$ cat src/rtl/read_arbiter_2m.sv
// read_arbiter_2m
//
// Connects two read masters to one read slave. The masters' AR requests are
// round-robin arbitrated, and the winner is copied into a one-entry register
// stage that drives the slave. On the way through, each ARID gets a
// master-select bit prepended, so the slave sees four tag streams. The R
// channel uses that top tag bit to route beats back to the owning master,
// with no added cycles.
//
// Handshake rule on every channel: a transfer happens on a rising ACLK edge
// where VALID and READY are both high. Once S_ARVALID is high, it and all
// S_AR* fields stay unchanged until that edge. Master ARREADY is
// combinational and is high only for the current arbitration winner.
//
// Ports
//   ACLK, ARESET              clock, synchronous active-high reset
//   M0_AR*, M1_AR*            master read-address channels
//   S_AR*                     registered slave read-address channel
//   S_R*                      slave read-data channel
//   M0_R*, M1_R*              master read-data channels (RVALID gated by tag)
//   resp_err                  sticky: RLAST taken for a master with none outstanding
//   dbg_state                 AR FSM state (0 = IDLE, 1 = SEND)
//   dbg_cnt0, dbg_cnt1        outstanding-burst counters per master
module read_arbiter_2m #(
    parameter int BusWidth       = 32,
    parameter int IdBits         = 1,
    parameter int MaxOutstanding = 4
) (
    input  logic                ACLK,
    input  logic                ARESET,

    input  logic [IdBits-1:0]   M0_ARID,
    input  logic [BusWidth-1:0] M0_ARADDR,
    input  logic [3:0]          M0_ARLEN,
    input  logic [1:0]          M0_ARSIZE,
    input  logic [1:0]          M0_ARBURST,
    input  logic                M0_ARVALID,
    output logic                M0_ARREADY,

    input  logic [IdBits-1:0]   M1_ARID,
    input  logic [BusWidth-1:0] M1_ARADDR,
    input  logic [3:0]          M1_ARLEN,
    input  logic [1:0]          M1_ARSIZE,
    input  logic [1:0]          M1_ARBURST,
    input  logic                M1_ARVALID,
    output logic                M1_ARREADY,

    output logic [IdBits:0]     S_ARID,
    output logic [BusWidth-1:0] S_ARADDR,
    output logic [3:0]          S_ARLEN,
    output logic [1:0]          S_ARSIZE,
    output logic [1:0]          S_ARBURST,
    output logic [1:0]          S_ARLOCK,
    output logic [3:0]          S_ARCACHE,
    output logic [2:0]          S_ARPROT,
    output logic                S_ARVALID,
    input  logic                S_ARREADY,

    input  logic [IdBits:0]     S_RID,
    input  logic [BusWidth-1:0] S_RDATA,
    input  logic [1:0]          S_RRESP,
    input  logic                S_RLAST,
    input  logic                S_RVALID,
    output logic                S_RREADY,

    output logic [IdBits-1:0]   M0_RID,
    output logic [BusWidth-1:0] M0_RDATA,
    output logic [1:0]          M0_RRESP,
    output logic                M0_RLAST,
    output logic                M0_RVALID,
    input  logic                M0_RREADY,

    output logic [IdBits-1:0]   M1_RID,
    output logic [BusWidth-1:0] M1_RDATA,
    output logic [1:0]          M1_RRESP,
    output logic                M1_RLAST,
    output logic                M1_RVALID,
    input  logic                M1_RREADY,

    output logic                resp_err,
    output logic                dbg_state,
    output logic [2:0]          dbg_cnt0,
    output logic [2:0]          dbg_cnt1
);

    typedef enum logic {IDLE = 1'b0, SEND = 1'b1} state_t;

    localparam logic [2:0] MaxCnt = 3'(MaxOutstanding);

    state_t              state;
    logic                rr_ptr;
    logic                owner;
    logic [2:0]          cnt0;
    logic [2:0]          cnt1;

    logic [IdBits:0]     ar_id_q;
    logic [BusWidth-1:0] ar_addr_q;
    logic [3:0]          ar_len_q;
    logic [1:0]          ar_size_q;
    logic [1:0]          ar_burst_q;

    logic elig0, elig1;
    logic grant0, grant1;
    logic ar_done;
    logic r_sel;
    logic r_last_hs;
    logic inc0, inc1, dec0, dec1;

    // A master may compete only while it is below its outstanding limit.
    assign elig0 = M0_ARVALID && (cnt0 < MaxCnt);
    assign elig1 = M1_ARVALID && (cnt1 < MaxCnt);

    // rr_ptr names the master that has priority in the next IDLE cycle.
    always_comb begin
        grant0 = 1'b0;
        grant1 = 1'b0;
        if (state == IDLE) begin
            if (rr_ptr == 1'b0) begin
                if (elig0)      grant0 = 1'b1;
                else if (elig1) grant1 = 1'b1;
            end else begin
                if (elig1)      grant1 = 1'b1;
                else if (elig0) grant0 = 1'b1;
            end
        end
    end

    assign M0_ARREADY = grant0;
    assign M1_ARREADY = grant1;

    assign S_ARVALID = (state == SEND);
    assign S_ARID    = ar_id_q;
    assign S_ARADDR  = ar_addr_q;
    assign S_ARLEN   = ar_len_q;
    assign S_ARSIZE  = ar_size_q;
    assign S_ARBURST = ar_burst_q;
    assign S_ARLOCK  = 2'b00;
    assign S_ARCACHE = 4'b0000;
    assign S_ARPROT  = 3'b000;

    // R path is purely combinational and does not depend on the AR state.
    assign r_sel     = S_RID[IdBits];
    assign M0_RVALID = S_RVALID && !r_sel;
    assign M1_RVALID = S_RVALID &&  r_sel;
    assign S_RREADY  = r_sel ? M1_RREADY : M0_RREADY;

    assign M0_RID   = S_RID[IdBits-1:0];
    assign M1_RID   = S_RID[IdBits-1:0];
    assign M0_RDATA = S_RDATA;
    assign M1_RDATA = S_RDATA;
    assign M0_RRESP = S_RRESP;
    assign M1_RRESP = S_RRESP;
    assign M0_RLAST = S_RLAST;
    assign M1_RLAST = S_RLAST;

    assign ar_done   = (state == SEND) && S_ARREADY;
    assign r_last_hs = S_RVALID && S_RREADY && S_RLAST;
    assign inc0      = ar_done && !owner;
    assign inc1      = ar_done &&  owner;
    assign dec0      = r_last_hs && !r_sel;
    assign dec1      = r_last_hs &&  r_sel;

    always_ff @(posedge ACLK) begin
        if (ARESET) begin
            state      <= IDLE;
            rr_ptr     <= 1'b0;
            owner      <= 1'b0;
            cnt0       <= 3'd0;
            cnt1       <= 3'd0;
            ar_id_q    <= '0;
            ar_addr_q  <= '0;
            ar_len_q   <= '0;
            ar_size_q  <= '0;
            ar_burst_q <= '0;
            resp_err   <= 1'b0;
        end else begin
            case (state)
                IDLE: begin
                    if (grant0 || grant1) begin
                        ar_id_q    <= {grant1, grant1 ? M1_ARID : M0_ARID};
                        ar_addr_q  <= grant1 ? M1_ARADDR  : M0_ARADDR;
                        ar_len_q   <= grant1 ? M1_ARLEN   : M0_ARLEN;
                        ar_size_q  <= grant1 ? M1_ARSIZE  : M0_ARSIZE;
                        ar_burst_q <= grant1 ? M1_ARBURST : M0_ARBURST;
                        owner      <= grant1;
                        state      <= SEND;
                    end
                end
                SEND: begin
                    if (S_ARREADY) begin
                        rr_ptr <= ~owner;
                        state  <= IDLE;
                    end
                end
                default: state <= IDLE;
            endcase

            // Issue and retire in the same cycle cancel out. A retire with
            // nothing outstanding is a slave protocol error: hold at zero.
            if (inc0 && !dec0)                    cnt0 <= cnt0 + 3'd1;
            else if (dec0 && !inc0 && cnt0 != 0)  cnt0 <= cnt0 - 3'd1;
            if (inc1 && !dec1)                    cnt1 <= cnt1 + 3'd1;
            else if (dec1 && !inc1 && cnt1 != 0)  cnt1 <= cnt1 - 3'd1;

            if ((dec0 && cnt0 == 0) || (dec1 && cnt1 == 0))
                resp_err <= 1'b1;
        end
    end

    assign dbg_state = state;
    assign dbg_cnt0  = cnt0;
    assign dbg_cnt1  = cnt1;

endmodule

$ cat config.mk
export PLATFORM = sky130hd
export DESIGN_NAME = read_arbiter_2m
export DESIGN_NICKNAME = d
export VERILOG_FILES = /design/src/rtl/read_arbiter_2m.sv
export SDC_FILE = /design/constraint.sdc
export NUM_CORES = 1
export LEC_CHECK = 0
export ABC_CLOCK_PERIOD_IN_PS = 2700
export CORE_MARGIN = 5
export CORE_UTILIZATION = 32
export DETAILED_ROUTE_END_ITERATION = 8
export PLACE_DENSITY_LB_ADDON = 0.3
export SLEW_MARGIN = 15
export SYNTH_ARGS = -nofsm -noshare
export SYNTH_HDL_FRONTEND = slang
export SYNTH_SLANG_ARGS = --single-unit
$ cat constraint.sdc
create_clock -name ACLK -period 2.7 [get_ports ACLK]
set_clock_uncertainty 0.15 [all_clocks]
set_input_delay 0.27 -clock ACLK [delete_from_list [all_inputs] [get_ports ACLK]]
set_output_delay 0.27 -clock ACLK [all_outputs]
set_load 0.02 [all_outputs]
**Run 1: local utilization**

The die is cut into 11 by 11 equal tiles; black is low, pale yellow is high, 0 to 100% covered.
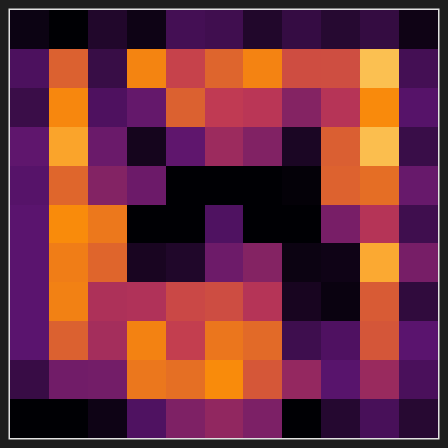
nearly empty tiles: 9.9%
densest ninth of the die: bottom middle
fullest tile: 86%
emptiest ninth of the die: middle
tiles over 75% full: 3.3%
Pre-Place Util: 33.13%
Layout Utilization: 44.69%

**Run 1: routing congestion map**

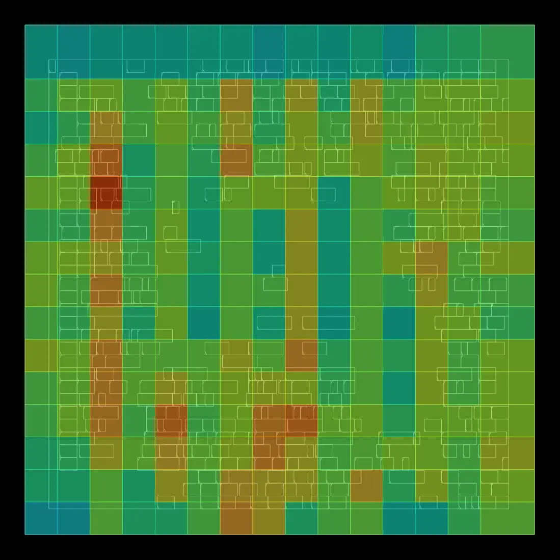
routed length per instance: 14.35 um
total track usage: 12.33%
busiest grt layer: met2
met3 usage: 6.149%

**Run 1: placed cells, one colour a class**

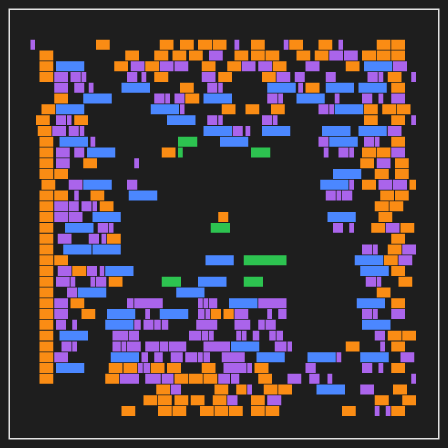
| colour | class | cells | share of their area |
|---|---|---|---|
| purple | combinational and other logic | 190 | 34% |
| green | clock drivers and dummy loads | 7 | 2.6% |
| orange | remaining buffers and delay cells | 153 | 38% |
| blue | sequential cells | 51 | 26% |
core area: 0.009284 mm2
final instance area: 0.004149 mm2

==> results_dict.tcl, run 1 <==
# flow metrics
set metrics [dict create \
    cp.buffers_inverters 3 \
    syn2layout_area_growth_pct 34.91 \
    largest_reg_flops 32 \
    viasPerCell 4.585 \
    dp.cells 523 \
    logic_gate_count 183 \
    clkbuf_count 6 \
    nets 530 \
    crit_type "input port to output pin" \
    common_cells "84 x buf_4, 51 x dfxtp_1, 47 x nor2_1" \
    hold_class "input port to register" \
    cts_buffer_depth 2 \
    grt_pass1_wl_mm 11.60 \
    tapCellCount 129 \
    largest_class "non-clock buffers" \
    yosysUniqueCellTypes 36 \
    cts_resized 0 \
    comb_share_pct 31.85 \
    r2r_end "dbg_cnt0[2]$_SDFFE_PP0P_" \
    powerSeq_w 0.000879 \
    log.warning_count 26 \
    pg_clk_w 0.000507 \
    startpoint_type "input port" \
    crit_arrival_ns 1.88 \
    slowest_stage "clkdlybuf4s50_1" \
    end_kind "output pin" \
    ys.flops 51 \
    ctsHoldBuffers 0 \
    post_cts_buffers 0 \
    fin_tns_setup_ns 0 \
    synth_warnings 0 \
    wirelength_mm 7.608 \
    numCtsBuffers 5 \
    clk_share_pct 2.473 \
    cts_tree "built" \
    fillCellCount 943 \
    worst_path_largest_cell_delay_ns 0.60 \
    top_layer_used "met4" \
    gp_congestion 0.7597 \
    p_switching_w 0.0006149 \
    place_hpwl_mm 6.063 \
    syn_avg_cell_area_um2 9.153 \
    top_cell "buf_4" \
    seq_share_pct 24.61 \
    edf_count 0 \
    yosys_area_mm2 0.003075 \
    hold_depth 2 \
    swShare_pct 29.46 \
    rows 35 \
    power-top-group "sequential cells" \
    max_freq_mhz 434.8 \
    seq_cells 51 \
    crit_cells 5 \
    htree_levels 2 \
    top_area_share_pct 33.20 \
    die_width_um 108.0 \
    worstSkewPairLatency_ns 0.29 \
    portBuffers 149 \
    worstMarginPinSlew_ns 0.6937 \
    status "complete, no violations" \
    inv_count 7 \
    die.size.y_um 108.0 \
    grt_use_met1_pct 13.27 \
    cp_max_fo 3 \
    p_leak_nw 1.725 \
    die_area_mm2 0.01167 \
    power.clock.fraction_pct 24.3 \
    finalMaxSlewViolations 0 \
    antenna_found_initial 0 \
    p_per_area_mw_per_mm2 503.0 \
    grt_pass1_vias 2415 \
    critPathLaunch "M1_ARVALID" \
    place_ws_ns 0.1768 \
    nonClkBufAreaFrac_pct 36.55 \
    wl_met2_mm 3.567 \
    drcViolationCount 0 \
    r2r_slack_ns 0.44 \
    cpMostUsedCell "clkdlybuf4s50_1" \
    slew_headroom_pct 53.75 \
    rsz0062_at_grt "no" \
    combPwrFrac_pct 33.6 \
    critPathTopFamily "buffers and inverters" \
]
[run 1: kinds of logic after synthesis]
family                   synth area share [%]
AND-OR/OR-AND                           12.90
adder cells (fa/ha/maj)                 1.302
buffers and inverters                   25.43
flip-flops                              33.20
multiplexers                            15.09
other                                  0.1219
AND/OR/NAND/NOR                         11.96
[run 1: layout by cell type, fill, tap and decap left out, types with 2 or more instances in the layout]
cell and count:
mux2i_1 43, a211oi_1 41, nor2b_1 4, nor3b_1 2, o21ai_0 4, fa_1 2, and2b_2 2, nor2_1 47
clkbuf_8 5, nor3_1 6, dfxtp_1 51, conb_1 9, clkdlybuf4s50_1 148, inv_1 7, mux2_1 2, buf_4 4
a21oi_1 3
**Run 1: cell sizes after repair**

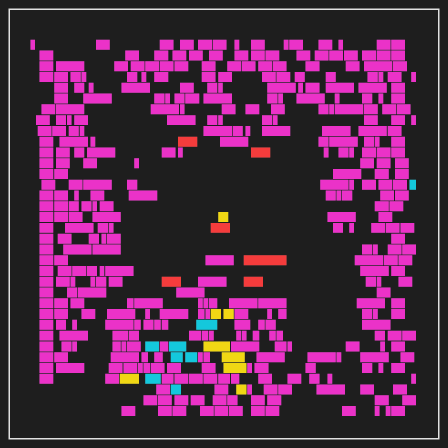

==> run 1 -> run 2 <==
--- a/config.mk
+++ b/config.mk
@@ -6,8 +6,9 @@
 export NUM_CORES = 1
 export LEC_CHECK = 0
 export ABC_CLOCK_PERIOD_IN_PS = 2700
-export CORE_MARGIN = 5
+export CORE_MARGIN = 2
 export CORE_UTILIZATION = 32
+export CTS_CLUSTER_SIZE = 16
 export DETAILED_ROUTE_END_ITERATION = 8
 export PLACE_DENSITY_LB_ADDON = 0.3
 export SLEW_MARGIN = 15
**Run 2: cell sizes after repair**

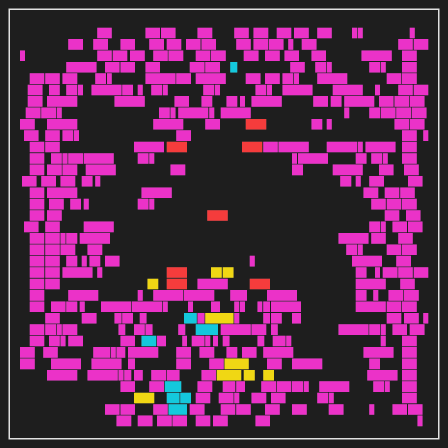
| colour | size | cells |
|---|---|---|
| red | _6 and larger | 7 |
| magenta | _0 and _1 cells | 379 |
| cyan | _2 cells | 8 |
| yellow | _3 and _4 cells | 9 |
nonclk buf count: 154
final instance area: 0.004154 mm2
area delta synth->final: 35.07%
setup ws final: 0.3949 ns

==> run 2 against run 1 <==
- clock power fell by 5.9%
- via count shrank 1.7%
- sequential cell count did not move
- combinational power barely moved
- critical endpoint unchanged
- hold slack gained 0.0053 ns
- highest routed layer unchanged
- sequential power hardly changed
- die size is 11% lower
- sequential share of layout area about the same
- largest cell class unchanged
- area after synthesis is the same
- final cell count grew 0.38%
==> results_dict.tcl, run 2 <==
# flow metrics
set metrics [dict create \
    common_cells "84 x buf_4, 51 x dfxtp_1, 47 x nor2_1" \
    clk_share_pct 2.410 \
    crit_arrival_ns 1.89 \
    tapCellCount 129 \
    numCtsBuffers 5 \
    comb_share_pct 31.81 \
    synth_warnings 0 \
    viasPerCell 4.489 \
    clkbuf_count 8 \
    crit_type "input port to output pin" \
    p_switching_w 0.0006212 \
    hold_class "input port to register" \
    syn_avg_cell_area_um2 9.153 \
    critPathLaunch "M1_ARVALID" \
    r2r_end "dbg_cnt0[2]$_SDFFE_PP0P_" \
    cts_tree "built" \
    htree_levels 2 \
    vdd_ir_drop_max_mv 0.2756 \
    yosys_area_mm2 0.003075 \
    grt_pass1_wl_mm 10.30 \
    ys.flops 51 \
    synth_area_mm2 0.003075 \
    seqCellArea_mm2 0.001021 \
    cp_max_fo 3 \
    inv_count 7 \
    portBuffers 149 \
    finalMaxSlewViolations 0 \
    rsz0062_at_grt "no" \
    synth_top_flop_cell "dfxtp_1" \
    swShare_pct 30.20 \
    dp.cells 524 \
    yosys.area.top_type "dfxtp_1" \
    largest_reg_flops 32 \
    cts_resized 0 \
    drcViolationCount 0 \
    lay_top_count "clkdlybuf4s50_1" \
    slew_headroom_pct 59.51 \
    grt-busiest-layer "met2" \
    detail_route.wl_per_cell_um 13.57 \
    place_ws_ns 0.1902 \
    die.size.y_um 102.0 \
    timing.rr.start "S_ARVALID$_SDFF_PP0_" \
    edf_count 0 \
    worstMarginPinSlew_ns 0.6074 \
    post_cts_buffers 0 \
    top_area_share_pct 33.20 \
    combPwrFrac_pct 34.0 \
    ys_sh_adder_pct 1.302 \
    met3_usage_pct 4.172 \
    gr-usage-all-layers_pct 12.45 \
    synth.cellmix.xorXnorShare_pct 0 \
    power.clock.fraction_pct 23.2 \
    yosys.area_share.aoi_pct 12.90 \
    nets 531 \
    setup_viol 0 \
    via_count 2388 \
    seq_cells 51 \
    largest_class "non-clock buffers" \
    top_cell "buf_4" \
    end_kind "output pin" \
    status "complete, no violations" \
    grt_pass1_vias 2112 \
    max_freq_mhz 433.8 \
    p_leak_nw 1.729 \
    log.warning_count 26 \
    fin_tns_setup_ns 0 \
    p_per_area_mw_per_mm2 495.1 \
    top_logic_kind "buffers and inverters" \
    die_width_um 102.0 \
    drive_gt1_share_pct 5.955 \
    logic_gate_count 183 \
    use_met2_pct 22.32 \
    ys_sh_simple_pct 11.96 \
    core_mm2 0.009284 \
    fillCellCount 931 \
    worstSkewPairLatency_ns 0.29 \
    intPower_w 0.001436 \
    ys_cells 336 \
    ios 264 \
    startpoint_type "input port" \
    grt_use_met1_pct 13.76 \
    final-instance-count-excl-fill 532 \
    ant_nets 0 \
    yosysUniqueCellTypes 36 \
    synthMuxAreaShare_pct 15.09 \
    nonClkBufAreaFrac_pct 36.69 \
    required_ns 2.28 \
    clockRootBuffer "clkbuf_8" \
    wirelength_mm 7.220 \
    die_area_mm2 0.01041 \
    wl_met2_mm 3.536 \
    synthCells 336 \
    gp_congestion 0.7288 \
    top_layer_used "met4" \
    place_hpwl_mm 5.750 \
    mostFrequentLayoutCells "148 x clkdlybuf4s50_1, 51 x dfxtp_1, 47 x nor2_1" \
    antenna_found_initial 0 \
    cts_buffer_depth 2 \
    ctsHoldBuffers 0 \
    hold_depth 2 \
    r2r_slack_ns 0.44 \
    power_frac_seq_pct 42.8 \
    initCoreUtil_pct 33.13 \
]
**Run 2: placed cells, one colour a class**

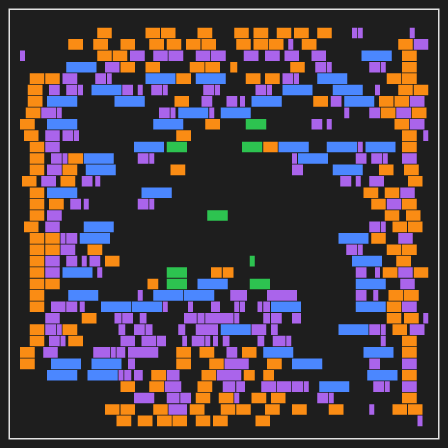
| colour | class | cells | share of their area |
|---|---|---|---|
| blue | sequential cells | 51 | 26% |
| orange | remaining buffers and delay cells | 154 | 38% |
| purple | combinational and other logic | 190 | 34% |
| green | clock drivers and dummy loads | 8 | 2.5% |
num rows: 35
Seq/total area: 24.58%
Layout Utilization: 44.74%

==> run 2: netlist changes by cell type in the layout (fill, tap and decap cells not counted) <==
cell       delta
clkbuf_8      +2
buf_4         +1
bufinv_16     -1
==> run 2: worst max-delay path, cell delays in order <==
cell and delay [ns]:
clkdlybuf4s50_1 0.50, nor3b_1 0.35, o21ai_4 0.11, inv_1 0.06
clkdlybuf4s50_1 0.60
==> run 2: power by group through the flow <==
stage / clock network, W / logic (W) / registers, W
floorplan: 0 / 0.000440 / 0.000987
global placement: 0 / 0.000704 / 0.000897
detailed placement: 0 / 0.000708 / 0.000899
CTS: 0.000498 / 0.000711 / 0.000883
global route: 0.000531 / 0.000755 / 0.000893
finish: 0.000477 / 0.000699 / 0.000881
**Run 2: where the registers sit**

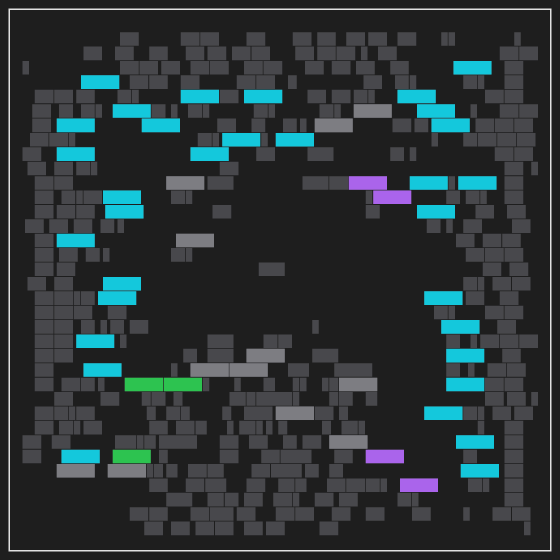

==> run 2 -> run 3 <==
--- a/config.mk
+++ b/config.mk
@@ -10,6 +10,7 @@
 export CORE_UTILIZATION = 32
 export CTS_CLUSTER_SIZE = 16
 export DETAILED_ROUTE_END_ITERATION = 8
+export GPL_TIMING_DRIVEN = 0
 export PLACE_DENSITY_LB_ADDON = 0.3
 export SLEW_MARGIN = 15
 export SYNTH_ARGS = -nofsm -noshare
**Run 3: where the registers sit**

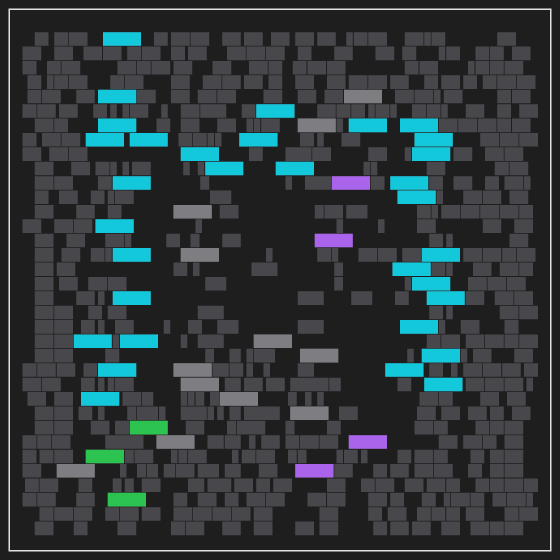
| colour | signal | sequential cells |
|---|---|---|
| green | dbg_cnt0 | 3 |
| purple | S_ARLEN | 4 |
| cyan | S_ARADDR | 32 |
not coloured: 12
Layout Utilization: 59.77%
Seq/total area: 18.40%
storage element area: 0.001021 mm2
Seq group: 0.000877 W

**Run 3: placed cells, one colour a class**

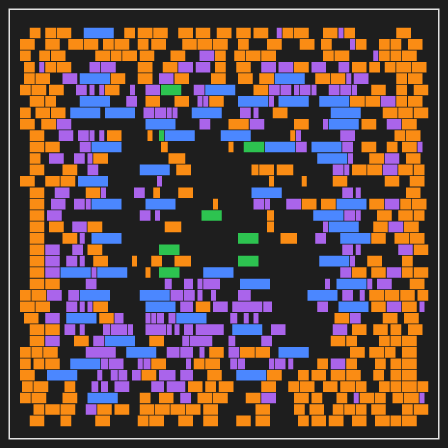
| colour | class | cells | share of their area |
|---|---|---|---|
| green | clock drivers and dummy loads | 8 | 1.9% |
| orange | remaining buffers and delay cells | 321 | 55% |
| purple | combinational and other logic | 190 | 25% |
| blue | sequential cells | 51 | 19% |
final instance area: 0.005549 mm2

==> run 3 against run 2 <==
- via count up 28%
- non-clock buffer count up 167
- sequential share of layout area down 6.2 points
- worst setup slack worse by 0.16 ns
- critical path type unchanged
- largest cell class unchanged
==> results_dict.tcl, run 3 <==
# flow metrics
set metrics [dict create \
    status "complete, no violations" \
    top_cell "buf_4" \
    power.clock.fraction_pct 20.5 \
    worst_path_largest_cell_delay_ns 0.59 \
    place_ws_ns 0.1445 \
    synth_warnings 0 \
    fin_tns_setup_ns 0 \
    die_width_um 102.0 \
    clkbuf_count 8 \
    ios 264 \
    portBuffers 218 \
    grt_pass1_vias 3033 \
    rsz0062_at_grt "no" \
    crit_arrival_ns 2.04 \
    synth_area_mm2 0.003075 \
    drive_gt1_share_pct 19.65 \
    cp_cell_sequence "clkdlybuf4s50_1 > nor3b_1 > o21ai_2 > buf_6 > buf_6 > inv_1 > clkdlybuf4s50_1" \
    slew_headroom_pct 64.80 \
    ys_sh_adder_pct 1.302 \
    p_leak_nw 2.449 \
    use_met2_pct 31.38 \
    timing.rr.start "S_ARVALID$_SDFF_PP0_" \
    comb_share_pct 23.47 \
    cp.buffers_inverters 5 \
    synth_top_flop_cell "dfxtp_1" \
    top_logic_kind "buffers and inverters" \
    startpoint_type "input port" \
    cts_buffer_depth 2 \
    common_cells "84 x buf_4, 51 x dfxtp_1, 47 x nor2_1" \
    p_per_area_mw_per_mm2 426.1 \
    core_mm2 0.009284 \
    fillCellCount 843 \
    nonClkBufAreaFrac_pct 52.94 \
    intPower_w 0.001615 \
    synth.cellmix.xorXnorShare_pct 0 \
    numCtsBuffers 5 \
    largest_reg_flops 32 \
    grt-busiest-layer "met2" \
    grt_use_met1_pct 18.98 \
    power-top-group "combinational cells" \
    wirelength_mm 9.460 \
    top_layer_used "met4" \
    gp_congestion 0.7916 \
    max_freq_mhz 406.4 \
    detail_route.wl_per_cell_um 13.53 \
    pg_clk_w 0.000485 \
    r2r_slack_ns 0.40 \
    log.warning_count 26 \
    setup_ws_ns 0.2395 \
    required_ns 2.28 \
    clockRootBuffer "clkbuf_8" \
    cp_max_fo 10 \
    nNonClkBuffers 321 \
    yosys.area.top_type "dfxtp_1" \
    drcViolationCount 0 \
    yosysUniqueCellTypes 36 \
    inv_count 7 \
    cts_resized 0 \
    post_cts_buffers 0 \
    setup_viol 0 \
    synthCells 336 \
    die.size.y_um 102.0 \
    seq_cells 51 \
    htree_levels 2 \
    slowest_stage "clkdlybuf4s50_1" \
    nets 698 \
    powerComb_w 0.00100 \
    edf_count 0 \
    cts_tree "built" \
    gr-usage-all-layers_pct 17.09 \
    crit_type "input port to output pin" \
    via_count 3062 \
    hold_depth 3 \
    hold_class "input port to register" \
    r2r_end "dbg_cnt0[2]$_SDFFE_PP0P_" \
    syn2layout_area_growth_pct 80.43 \
    power_frac_seq_pct 37.1 \
    antenna_found_initial 0 \
    ctsHoldBuffers 0 \
    tapCellCount 129 \
    critPathTopFamily "buffers and inverters" \
    rows 35 \
    wl_met2_mm 4.914 \
    largest_class "non-clock buffers" \
    final-instance-count-excl-fill 699 \
    place_hpwl_mm 7.913 \
    worstSkewPairLatency_ns 0.30 \
    worstMarginPinSlew_ns 0.5280 \
    ant_nets 0 \
    initCoreUtil_pct 33.13 \
]
-- run 3: cell count changes in the layout (fill, tap and decap cells not counted) --
| cell | delta |
|---|---|
| a21oi_1 | +1 |
| a21oi_4 | -1 |
| buf_2 | +4 |
| buf_4 | +79 |
| buf_6 | +5 |
| clkbuf_1 | +8 |
| clkbuf_8 | +1 |
| clkdlybuf4s50_1 | +70 |
| o21ai_2 | +1 |
| o21ai_4 | -1 |
-- run 3: stage by stage --
stage | hold WS [ns] | util (%)
final | 0.1873 | 59.77
after detailed placement | 0.3138 | 58.69
after global placement | 0.3067 | 58.69
after CTS | 0.1751 | 59.77
after global routing | 0.2213 | 59.77
after floorplan | 0.2982 | -
Power is estimated from default activity; no workload was simulated.
